Fig. 1: clock wiring as the flow saved it
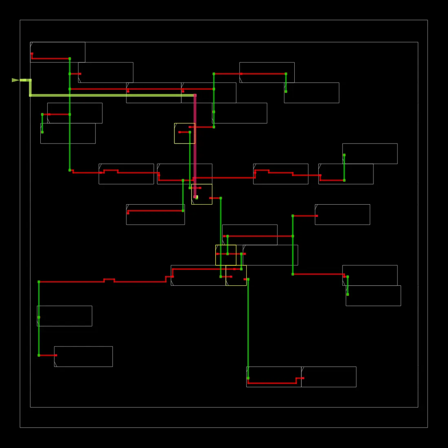
Fig. 2: wiring by layer
Two of the layers only.
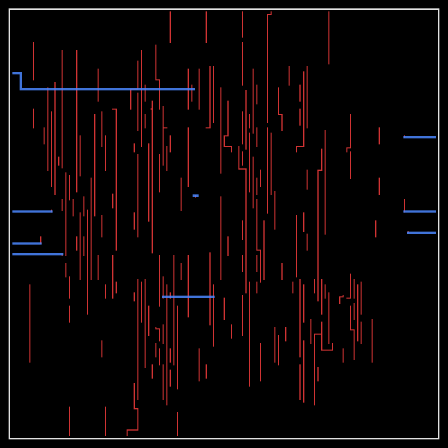
Fig. 3: sequential cells coloured by netlist name
Bar = 20 um. Other sequential cells in the stronger grey, the rest of the logic in the fainter grey.
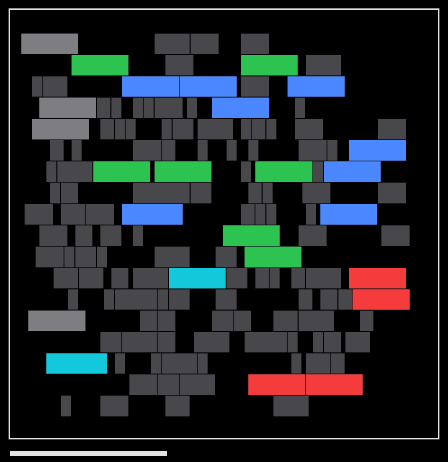
Fig. 4: wire density map
11 x 11 tiles, from dark purple (low) to yellow (high), scaled to the fullest tile. Values are wire area over tile area, all layers added.
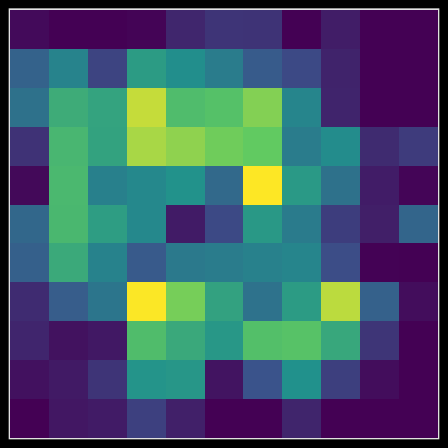
==> config.mk <==
export PLATFORM = sky130hd
export DESIGN_NAME = deserializer_8b
export DESIGN_NICKNAME = d
export VERILOG_FILES = /design/src/rtl/deser_pkg.sv /design/src/rtl/deser_shift_reg.sv /design/src/rtl/deserializer_8b.sv
export SDC_FILE = /design/constraint.sdc
export NUM_CORES = 1
export LEC_CHECK = 0
export ABC_CLOCK_PERIOD_IN_PS = 1600
export CAP_MARGIN = 30
export CORE_UTILIZATION = 40
export DETAILED_ROUTE_END_ITERATION = 7
export SLEW_MARGIN = 30
export SYNTH_ARGS = -nofsm -noshare
export SYNTH_HDL_FRONTEND = slang
export SYNTH_SLANG_ARGS = --single-unit
export TNS_END_PERCENT = 5
==> constraint.sdc <==
create_clock -name clock_10KHz -period 1.6 [get_ports clock_10KHz]
set_input_delay 0.32 -clock clock_10KHz [delete_from_list [all_inputs] [get_ports clock_10KHz]]
set_output_delay 0.32 -clock clock_10KHz [all_outputs]
set_load 0.01 [all_outputs]
==> results.py <==
# Metrics from the implementation run
metrics = {
    "global_route": {
        "grt_pass1_wl_mm": 3.24,
        "first_global_vias": 783,
    },
    "final_layout": {
        "diodes": 0,
        "lay_top_cells": "dfxtp_1, nand2_1, nor2_1, a21oi_1, clkdlybuf4s50_1",
    },
    "route": {
        "drt_iter0_markers": 5,
        "wl_met3_um": 57,
        "highest_layer": "met4",
        "wl_met2_um": 932,
    },
    "job": {
        "maxCapViolations": 0,
        "warnings": 31,
    },
    "timing": {
        "setup_viol": 0,
        "setup_ws_ps": 62.9,
        "finalHoldViolations": 0,
    },
    "floorplan": {
        "die-width_um": 54.6,
        "die-area_um2": 2990,
        "initial_core_util": 0.436,
    },
    "hold_path": {
        "hp-class": "flop to flop",
    },
    "cts": {
        "cts_buffers": 3,
        "cts-root-buf": "clkbuf_4",
    },
    "logic_synthesis": {
        "syn_inst": 119,
        "ff_type": "dfxtp_1",
        "yosys.area.top_type": "dfxtp_1",
        "fp_nets": 132,
        "yosys_cells": 119,
    },
    "setup_path": {
        "cp_num_buf_inv": 1,
        "crit_chain": "clkdlybuf4s50_1",
        "ff2ff_setup_slack_ps": 90,
        "cpPeakStageDelay_ps": 530,
    },
    "power": {
        "p_leak_uw": 0.000568,
        "p_per_area_nw_per_um2": 944,
    },
    "outcome": {
        "outcome": "completed",
    },
}
## Picture notes: Fig. 1
clk sink count: 25
Worst Clk Skew: 6.61 ps

## Picture notes: Fig. 2
Key: met2 = red [wire length 933 um]; met3 = blue [wire length 57.4 um]
Wirelength per Cell: 11.7 um
aggregate global-route resource usage: 0.155
via count: 844
Total Wirelength: 1.98 mm

## Picture notes: Fig. 3
Key: `u_shift.r_shift` = green [sequential cells 7]; `r_hold_cnt` = red [sequential cells 4, where bottom right]; `r_state` = cyan [sequential cells 2]; `data_out` = blue [sequential cells 8]
Another 4 sequential cells are not coloured.
Final Util: 0.534
sequential cell area share: 0.370
Flop area: 503 um^2
Seq group: 687 uW

## Picture notes: Fig. 4
The emptiest ninth of the die: top right. 17% of the tiles are nearly empty. The mean over all tiles is 0.10.

==> per-stage QoR <==
step | hold WS, ps | cells | total power (uW)
2_1_floorplan | 385 | 119 | 900
3_3_place_gp | 448 | 165 | 1010
3_5_place_dp | 453 | 165 | 1010
4_1_cts | 470 | 169 | 1290
5_1_grt | 503 | 169 | 1370
6_report | 464 | 169 | 1280
==> worst reg2reg max path, stage by stage (launching register included) <==
cell	delay, ps
dfxtp_1	360
inv_1	80
ha_2	200
and2_1	140
and4b_1	240
buf_12	140
mux2i_1	200
nor2_1	60
==> routing by layer <==
metal,vias up,track usage
li1,437,-
met5,-,0
met2,9,0.253
met3,2,0.0333
met4,0,0.0641
met1,396,0.196
==> timing repair <==
item	in CTS	in global routing
setup endpoints to repair	2	10
resized	3	7
buffers inserted	0	0
==> layout make-up <==
cell class	count	area, um^2
Timing Repair Buffer	21	211
Clock buffer	3	22.5
Inverter	3	11.3
Sequential cell	25	503
Multi-Input combinational cell	86	567
Clock inverter	1	7.51
Tap cell	30	37.5
Fill cell	252	1180
==> power breakdown <==
part,internal (uW),total [uW],switching [uW]
Sequential,660,687,26.9
Clock,95.3,291,195
Combinational,137,306,170
==> cells by family after synthesis <==
kind of cell	synth area share
compound gates	0.0892
xor+xnor	0.0395
fa+ha+maj	0.0903
buf+inv	0.0395
flops	0.451
mux	0.0722
other cells	0.00338
simple gates	0.214
==> Yosys cell counts (all sizes together) (2+ instances only) <==
cell and count:
a21oi 9, buf 4, dfxtp 25, ha 8
inv 3, mux2i 8, nand2 21, nand4 3
nor2 13, nor2b 3, nor3 4, xnor2 2
xor2 3
Power and IR drop assume default switching activity.
